Figure 1. Metal 2.
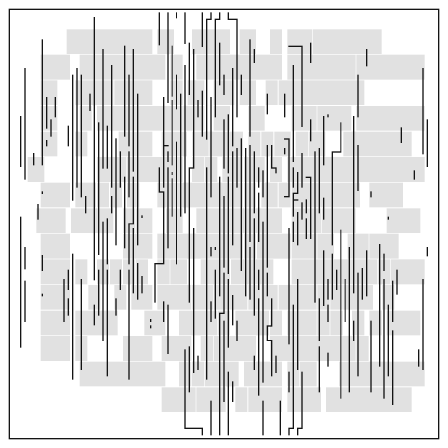
Figure 2. Signal wires by layer.
Two of the layers only.
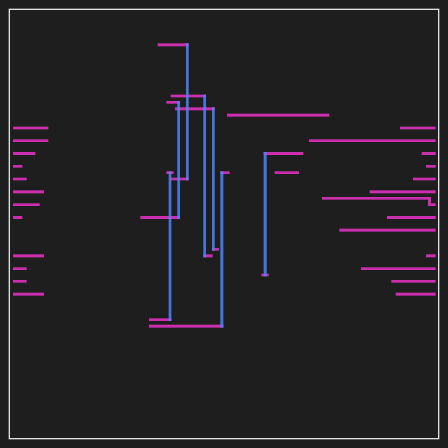
Figure 3. Metal 1.
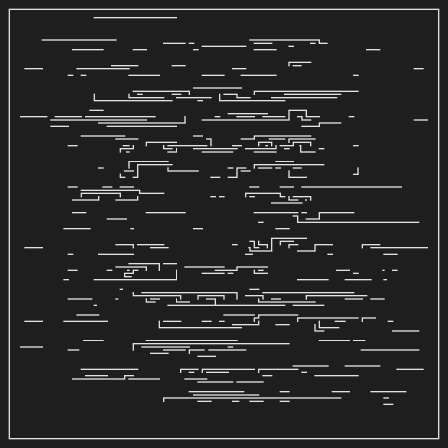
File: src/rtl/comparator_pkg.sv
// Shared definitions for the branch-condition comparator: operand width,
// CTRL branch codes and the branch-decision decode.
package comparator_pkg;

  localparam int unsigned CMP_WIDTH = 16;
  localparam int unsigned CTRL_W    = 3;

  typedef logic [CTRL_W-1:0] ctrl_t;

  localparam ctrl_t CMP_NONE = 3'b000;
  localparam ctrl_t CMP_BEQ  = 3'b001;
  localparam ctrl_t CMP_BLT  = 3'b010;
  localparam ctrl_t CMP_BGT  = 3'b011;
  localparam ctrl_t CMP_JMP  = 3'b100;

  // Branch-taken decision. Reserved codes (101-111) never branch.
  function automatic logic branch_taken(input ctrl_t ctrl, input logic eq,
                                        input logic lt, input logic gt);
    logic taken;
    taken = 1'b0;
    case (ctrl)
      CMP_NONE: taken = 1'b0;
      CMP_BEQ:  taken = eq;
      CMP_BLT:  taken = lt;
      CMP_BGT:  taken = gt;
      CMP_JMP:  taken = 1'b1;
      default:  taken = 1'b0;
    endcase
    return taken;
  endfunction

endpackage

File: src/rtl/comparator_core.sv
// Combinational relation flags between r0 and op1.
// Define COMPARATOR_SIGNED_EN for two's-complement lt/gt; otherwise unsigned.
module comparator_core #(
  parameter int unsigned WIDTH = 16
) (
  input  logic [WIDTH-1:0] r0,
  input  logic [WIDTH-1:0] op1,
  output logic             eq_c,
  output logic             lt_c,
  output logic             gt_c
);

  always_comb begin
    eq_c = (r0 == op1);
`ifdef COMPARATOR_SIGNED_EN
    lt_c = ($signed(r0) < $signed(op1));
    gt_c = ($signed(r0) > $signed(op1));
`else
    lt_c = (r0 < op1);
    gt_c = (r0 > op1);
`endif
  end

endmodule

File: src/rtl/comparator.sv
// Branch-condition unit: registers eq/lt/gt and the PCSrc branch decision.
// Signedness of lt/gt follows COMPARATOR_SIGNED_EN (see comparator_core).
module comparator
  import comparator_pkg::*;
#(
  parameter int unsigned WIDTH = CMP_WIDTH
) (
  input  logic             clk,
  input  logic             rst,
  input  logic [WIDTH-1:0] r0,
  input  logic [WIDTH-1:0] op1,
  input  logic [2:0]       CTRL,
  output logic             PCSrc,
  output logic             eq,
  output logic             lt,
  output logic             gt
);

  logic eq_c;
  logic lt_c;
  logic gt_c;
  logic pcsrc_c;

  comparator_core #(
    .WIDTH (WIDTH)
  ) u_core (
    .r0   (r0),
    .op1  (op1),
    .eq_c (eq_c),
    .lt_c (lt_c),
    .gt_c (gt_c)
  );

  always_comb begin
    pcsrc_c = 1'b0;
    pcsrc_c = branch_taken(ctrl_t'(CTRL), eq_c, lt_c, gt_c);
  end

  // Reset wins over the inputs and drops any decision in flight.
  always_ff @(posedge clk) begin
    if (rst) begin
      PCSrc <= 1'b0;
      eq    <= 1'b0;
      lt    <= 1'b0;
      gt    <= 1'b0;
    end else begin
      PCSrc <= pcsrc_c;
      eq    <= eq_c;
      lt    <= lt_c;
      gt    <= gt_c;
    end
  end

endmodule

File: config.mk
export PLATFORM = sky130hd
export DESIGN_NAME = comparator
export DESIGN_NICKNAME = d
export VERILOG_FILES = /design/src/rtl/comparator_pkg.sv /design/src/rtl/comparator_core.sv /design/src/rtl/comparator.sv
export SDC_FILE = /design/constraint.sdc
export NUM_CORES = 1
export LEC_CHECK = 0
export ABC_AREA = 1
export CAP_MARGIN = 20
export CORE_MARGIN = 1
export CORE_UTILIZATION = 35
export DETAILED_ROUTE_END_ITERATION = 7
export GPL_ROUTABILITY_DRIVEN = 0
export PLACE_DENSITY = 0.85
export SYNTH_ARGS = -nofsm -noshare
export SYNTH_HDL_FRONTEND = slang
export SYNTH_SLANG_ARGS = --single-unit
export TNS_END_PERCENT = 20
File: constraint.sdc
create_clock -name clk -period 1.42 [get_ports clk]
set_input_delay 0.284 -clock clk [delete_from_list [all_inputs] [get_ports clk]]
set_output_delay 0.284 -clock clk [all_outputs]
set_load 0.05 [all_outputs]
==> flow_summary_export.csv <==
group,metric,value,unit
min_path,hp-start,"r0[15]",
grt,grt_pass1_vias,866,
finish,logic_area,706,um^2
drt,vias_per_cell,4.71,
grt,grt_pass1_wl,3660,um
worst_setup_path,start_kind,"input pin",
yosys,aoi_share,8.87,%
finish,final_layout_size_suffix_gt1_share,54.5,%
sta,min_period,1.38,ns
yosys,synthMuxAreaShare,0,%
min_path,hold_path.class,"input pin to flip-flop",
finish,clkbuf_count,3,
place,placed_area,1130,um^2
die,die_h,45.5,um
yosys,fa_ha_area_share,30.2,%
yosys,yosysCellCount,101,
yosys,xor_area_share,0,%
yosys,seq_area_frac_synth,12.1,%
place,place_ws,-0.519,ns
finish,logic_gates,66,
finish,num-nonclk-buffers,41,
finish,n_antenna_cell,0,
power,pwr_density_cell,489,nW/um^2
cts,cts_tree,"built",
sta,period_used_share,96.9,%
die,fp.coreArea,1750,um^2
worst_setup_path,critPathLaunch,"op1[3]",
finish,nets,200,
worst_setup_path,path_cells,"dlygate4sd2_1 -> inv_2 -> ha_4 -> nand2_1 -> inv_1 -> o21ai_2 -> nand3_2 -> nand2_2 -> nand3_2 -> nand2_2 -> clkinv_2 -> a21oi_2",
power,ir_drop,0.241,mV
die,nWellTaps,25,
finish,final_cell_area,1320,um^2
finish,area_growth_syn_to_layout,99.6,%
power,p_leak,0.640,nW
die,fp_util,38.0,%
finish,top_area_cell_class,"combinational gates",
finish,lay_top_count,"inv_2",
worst_setup_path,critPathKind,"input pin to flip-flop",
power,p_total,0.000647,W
worst_setup_path,required,1.59,ns
drt,drc,0,
drt,dr.pass1.iters,4,
finish,nonClockInverterCount,31,
cts,cts_hold_repair.buffers,0,
run,cap_violations,0,
worst_setup_path,critical_path_arrival,1.55,ns
finish,seq_area,80.1,um^2
yosys,synth.avg_cell_area,6.57,um^2
yosys,syn-cell-area,663,um^2
sta,relSlewSlack,79.7,%
finish,stdcell_count,170,
grt,grt_max_degree,5,
grt,grt-ovfl-total,0,
drt,drt_iter0_drc,11,
sta,finalHoldViolations,0,
outcome,status,"finished, final reports clean",
place,dpl.hpwl,1590,um
yosys,top_logic_kind,"simple AND/OR/NAND/NOR gates",
yosys,syn-instance-count,101,
finish,design.seq.count,4,
die,rows,15,
yosys,ys_sh_simple,31.3,%
finish,lay_top_cells,"inv_2, inv_1, ha_4, clkbuf_2, dlygate4sd2_1",
sta,layout_setup_ws,0.0441,ns
yosys,synthesis.nets,154,
finish,final-clk-cell-share,1.70,%
die,die-area,2070,um^2
worst_setup_path,path_max_fanout,2,
sta,worst_pin_slew,0.302,ns
worst_setup_path,slowest_stage,"dlygate4sd2_1",
finish,buffer_area_share,27.7,%
worst_setup_path,slowest_delay,0.24,ns
cts,cts.sinks,4,
worst_setup_path,critPathTopFamily,"simple AND/OR/NAND/NOR gates",
place,io_buffers,40,
cts,cts.clk_slew.worst_paths,0.04,ns
cts,cts_buffer_depth,2,
drt,post_drt_wl_per_cell,13.4,um
cts,cts_buffers,3,
die,fp.dieW,45.5,um
finish,comb_area_share,53.3,%
die,ios,41,
cts,cts-root-buf,"clkbuf_4",
finish,n_fill_cell,137,
sta,slew_violations,0,
sta,setup_viol,0,
grt,grt_antenna_before_repair,0,
worst_setup_path,critPathCaptureType,"flip-flop",
worst_setup_path,crit_buf_inv,4,
grt,track_usage,25.2,%
yosys,synth_cell_types,18,
sta,max_freq,727,MHz
drt,num_vias,801,
drt,ant_nets,0,
cts,h-tree-depth,1,
sta,whs,0.652,ns
yosys,synth_warnings,0,
yosys,synth_flops,4,
About Figure 1:
wire length on this layer: 1260 um
share of all routed wire: 55%
nets with wire on the layer: 174

About Figure 2:
| colour | layer | wire length |
|---|---|---|
| magenta | met3 | 142 um |
| blue | met4 | 103 um |

About Figure 3:
wire length on this layer: 772 um
longest straight run: 18.9 um
nets with wire on the layer: 174

## through the flow
step | util [%] | TNS [ns]
2_1_floorplan | - | 0
3_3_place_gp | 65.0 | -1.39
3_5_place_dp | 65.0 | -1.68
4_1_cts | 76.5 | 0
5_1_grt | 75.8 | -0.00788
6_report | 75.8 | 0
## cells by family after synthesis
| logic type | count (synthesis) |
|---|---|
| simple gates | 41 |
| buf+inv | 31 |
| fa+ha+maj | 16 |
| compound gates | 9 |
| flops | 4 |
## synthesized netlist by cell type
cell type	number	area, um^2
nand2_1	18	67.6
a21oi_1	3	15.0
inv_2	1	3.75
a22oi_1	1	7.51
clkinv_1	1	3.75
nand2_2	5	31.3
nor2_4	2	22.5
nor3_2	1	10.0
nor2_1	5	18.8
dfxtp_1	4	80.1
nor2_2	2	12.5
inv_1	29	109
nand3_2	1	10.0
ha_1	16	200
nand3_1	4	20.0
o21ai_1	2	10.0
nor3_1	3	15.0
a21oi_2	3	26.3
## per-layer routing
metal	up-vias	routed length, um	GRT usage (%)
met4	0	103	15.2
met1	347	771	24.2
li1	396	-	-
met2	44	1260	49.7
met3	14	142	2.78
met5	-	0	0
## sequential cells by signal, indices dropped and copies added, names as in the netlist
signal and cells:
lt 1, PCSrc 1, gt 1, eq 1
## final timing paths
kind,end,slack [ns],cells past startpoint
worst max-delay path,PCSrc$_SDFF_PP0_,0.04,12
worst min-delay path,lt$_SDFF_PP0_,0.65,7
## timing repair
action,in CTS,in global routing
endpoints found under the setup margin,4,3
pin swaps,35,20
resized,78,34
setup buffers,1,0
hold endpoints to repair,0,0
## power by group
group / switching, W / internal [W] / leakage, nW / total, W
combinational: 0.000194 / 0.000190 / 0.593 / 0.000384
clock: 0.0000429 / 0.0000942 / 0.0138 / 0.000137
sequential: 0.00000540 / 0.000120 / 0.0329 / 0.000126
Power is estimated from default activity; no workload was simulated.
